Figure 1. Cell density map.
Bar = 50 um. 23 x 23 tiles, from black (low) to pale yellow (high), 0 to 100% covered.
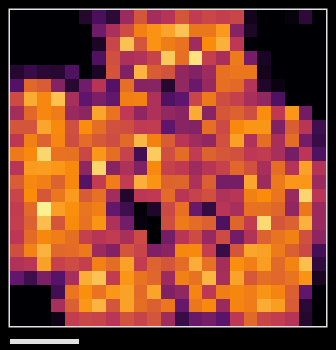
Figure 2. PDN straps and rails.
Bar = 50 um. Pins as bars on the die edge.
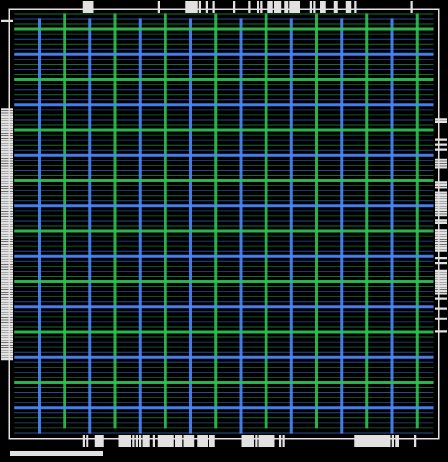
Figure 3. Track usage over the die.
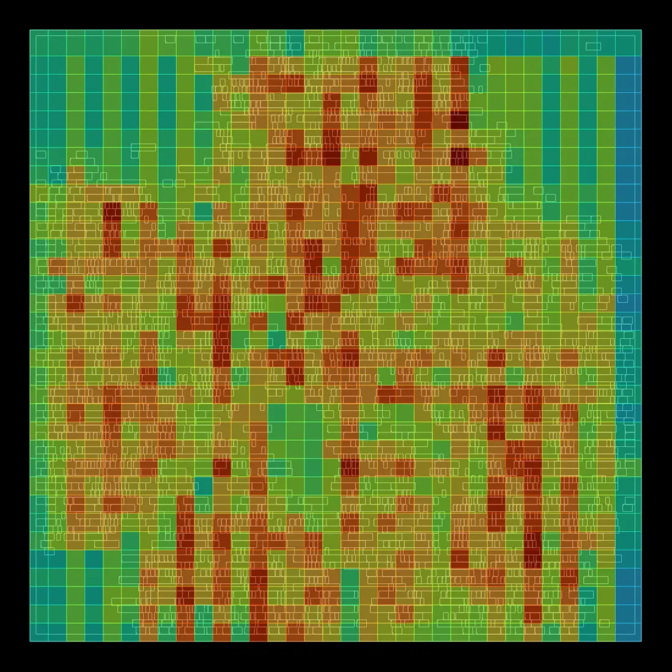
Figure 4. Cell classes on the final placement.
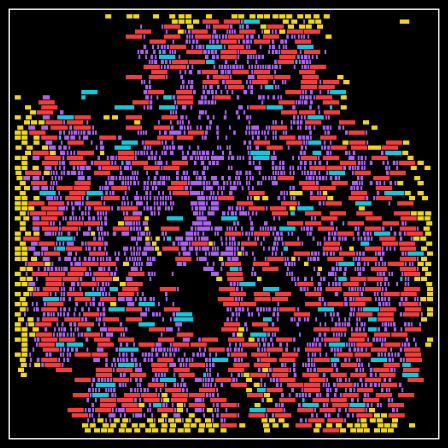
## src/rtl/stream_cipher_solver.sv

```systemverilog
// Block stream cipher: parity-tagged XOR with an LFSR keystream.
// Encrypts or decrypts one character per cycle, NCHAR characters per block.
module stream_cipher_solver #(
  parameter int CHAR_W = 6,
  parameter int NCHAR  = 10
) (
  input  logic                       Clk,
  input  logic                       Rst_n,
  input  logic                       Start,
  input  logic                       Mode,
  input  logic [15:0]                Key,
  input  logic [NCHAR*CHAR_W-1:0]    Raw_In,
  input  logic [NCHAR*(CHAR_W+1)-1:0] Enc_In,
  output logic [NCHAR*(CHAR_W+1)-1:0] Enc_Out,
  output logic [NCHAR*CHAR_W-1:0]    Raw_Out,
  output logic [NCHAR-1:0]           Err_Mask,
  output logic                       Busy,
  output logic                       Done
);

  localparam int SYM_W = CHAR_W + 1;
  localparam int RAW_W = NCHAR * CHAR_W;
  localparam int ENC_W = NCHAR * SYM_W;
  localparam int IDX_W = (NCHAR > 1) ? $clog2(NCHAR) : 1;
  localparam logic [IDX_W-1:0] LAST = IDX_W'(NCHAR - 1);
  localparam logic [15:0] SEED = 16'hACE1;

  typedef enum logic [1:0] {IDLE, RUN, DONE} stateT;

  stateT state, nextState;

  logic [IDX_W-1:0]  idx;
  logic [15:0]       lfsr;
  logic [15:0]       lfsrNext;
  logic              modeLat;
  logic [RAW_W-1:0]  rawLat;
  logic [ENC_W-1:0]  encLat;
  logic [ENC_W-1:0]  encAcc, encAccNext;
  logic [RAW_W-1:0]  rawAcc, rawAccNext;
  logic [NCHAR-1:0]  errAcc, errAccNext;

  logic [CHAR_W-1:0] ks;
  logic [CHAR_W-1:0] rawCh;
  logic [SYM_W-1:0]  symCh;
  logic [SYM_W-1:0]  encSym;
  logic [CHAR_W-1:0] decCh;
  logic              decErr;

  always_ff @(posedge Clk or negedge Rst_n) begin
    if (!Rst_n) state <= IDLE;
    else        state <= nextState;
  end

  always_comb begin
    nextState = state;
    unique case (state)
      IDLE:    if (Start) nextState = RUN;
      RUN:     if (idx == LAST) nextState = DONE;
      DONE:    nextState = IDLE;
      default: nextState = IDLE;
    endcase
  end

  always_comb begin
    Busy = (state == RUN) || (state == DONE);
    Done = (state == DONE);
  end

  // Both directions are computed every RUN cycle; modeLat picks what lands.
  assign ks       = lfsr[CHAR_W-1:0];
  assign rawCh    = rawLat[idx*CHAR_W +: CHAR_W];
  assign symCh    = encLat[idx*SYM_W +: SYM_W];
  assign encSym   = {^rawCh, rawCh ^ ks};
  assign decCh    = symCh[CHAR_W-1:0] ^ ks;
  assign decErr   = (^decCh) != symCh[CHAR_W];
  assign lfsrNext = {lfsr[0] ^ lfsr[2] ^ lfsr[3] ^ lfsr[5], lfsr[15:1]};

  always_comb begin
    encAccNext = encAcc;
    rawAccNext = rawAcc;
    errAccNext = errAcc;
    encAccNext[idx*SYM_W +: SYM_W]   = encSym;
    rawAccNext[idx*CHAR_W +: CHAR_W] = decCh;
    errAccNext[idx]                  = decErr;
  end

  always_ff @(posedge Clk or negedge Rst_n) begin
    if (!Rst_n) begin
      idx      <= '0;
      lfsr     <= SEED;
      modeLat  <= 1'b0;
      rawLat   <= '0;
      encLat   <= '0;
      encAcc   <= '0;
      rawAcc   <= '0;
      errAcc   <= '0;
      Enc_Out  <= '0;
      Raw_Out  <= '0;
      Err_Mask <= '0;
    end else begin
      unique case (state)
        IDLE: begin
          if (Start) begin
            modeLat <= Mode;
            rawLat  <= Raw_In;
            encLat  <= Enc_In;
            idx     <= '0;
            lfsr    <= (Key == 16'h0) ? SEED : Key;
          end
        end
        RUN: begin
          lfsr   <= lfsrNext;
          encAcc <= encAccNext;
          rawAcc <= rawAccNext;
          errAcc <= errAccNext;
          if (idx == LAST) begin
            idx <= '0;
            if (modeLat) begin
              Raw_Out  <= rawAccNext;
              Err_Mask <= errAccNext;
            end else begin
              Enc_Out  <= encAccNext;
              Err_Mask <= '0;
            end
          end else begin
            idx <= idx + 1'b1;
          end
        end
        default: ;
      endcase
    end
  end

endmodule

```

## config.mk

```make
export PLATFORM = sky130hd
export DESIGN_NAME = stream_cipher_solver
export DESIGN_NICKNAME = d
export VERILOG_FILES = /design/src/rtl/stream_cipher_solver.sv
export SDC_FILE = /design/constraint.sdc
export NUM_CORES = 1
export LEC_CHECK = 0
export ABC_AREA = 1
export CORE_MARGIN = 2
export CORE_UTILIZATION = 41
export DETAILED_ROUTE_END_ITERATION = 8
export PLACE_DENSITY = 0.72
export SETUP_SLACK_MARGIN = 0.3
export SYNTH_ARGS = -nofsm -noshare
export SYNTH_HDL_FRONTEND = slang
export SYNTH_SLANG_ARGS = --single-unit
```

## constraint.sdc

```tcl
create_clock -name Clk -period 8 [get_ports Clk]
set_clock_uncertainty 0.2 [all_clocks]
set_input_delay 1.2 -clock Clk [delete_from_list [all_inputs] [get_ports Clk]]
set_output_delay 1.2 -clock Clk [all_outputs]
set_load 0.03 [all_outputs]
```

==> run notes <==
run metrics: CP endpoint rawAcc[19], RR Endpoint rawAcc[19], CP required around 8300 ps, ys cells 2,591, Logic pwr share 0.505, fillcell total about 4,700, min setup slack post-route around 2800 ps, busiest grt layer met2, min Tclk post-route between 5000 and 6000 ps, routability cong. 0.8385, Routed met1 length about 28 mm, # Max-Cap Violations 0, main flop type dfrtp_1, clock-cell share of area 0.06560, via count roughly 18,000, Buf+Inv Stages, Crit Path 2, status complete, no violations, startpoint types register, hold buffer count at cts 0, Layout Nets ~3,000, pre-CTS WS 2763 ps, register area approximately 0.011 sq mm, xor/xnor share 0.006477, CP top delay family adder cells, Worst-Margin Slew approximately 1200 ps, clk root buf clkbuf_16, Final Hold Vio Count 0, wire per inst approximately 18 um, initial antenna violation count 4, Setup Fix Bufs, Post-CTS 0, final routed DRC violation total 0, CP max stage delay 870 ps, Top cell area share 0.5039, final hold slack 269.0 ps, Top Layout Cells 848 x nand2_1, 423 x dfrtp_1, 290 x clkdlybuf4s50_1, Logic power comb slightly below 6000 uW, Inverters roughly 180, Antenna Cells 3, crit-path cells inv_1 -> fa_1 -> ha_1 -> clkinv_1 -> nor2_1 -> nand2_1 -> nand2_1 -> o21ai_1 -> nor2_1 -> o211ai_1 -> nand3_1 -> nand2_1, area added between synthesis and finish 24.01%, Clock net power about 2400 uW, CTS sink count 432, CTS buffer count 47, DR WL met3 just over 4 mm
Notes on Figure 1 above:
The fullest tile reaches 97%. The mean over all tiles is 48%. 13% of the tiles are over 75% full. The densest ninth of the die: west. 13% of the tiles are nearly empty.

Notes on Figure 2 above:
Key: blue = VSS; green = VDD
16 straps on met4. 292 signal pins sit on the boundary.

Notes on Figure 3 above:
Total GRT Usage: 0.2350
met2 Track Usage GR: 0.3752
utilization after layout: 0.5121

Notes on Figure 4 above:
Key: yellow = other buffers and delay cells [cells 311]; cyan = clock drivers and dummy loads [cells 87]; red = flip-flops [cells 432]; purple = all other logic [cells 2,025]
Rows: 83
Core Region: 0.05099 sq mm
flop share of the area: 0.4145

Power and IR drop assume default switching activity.
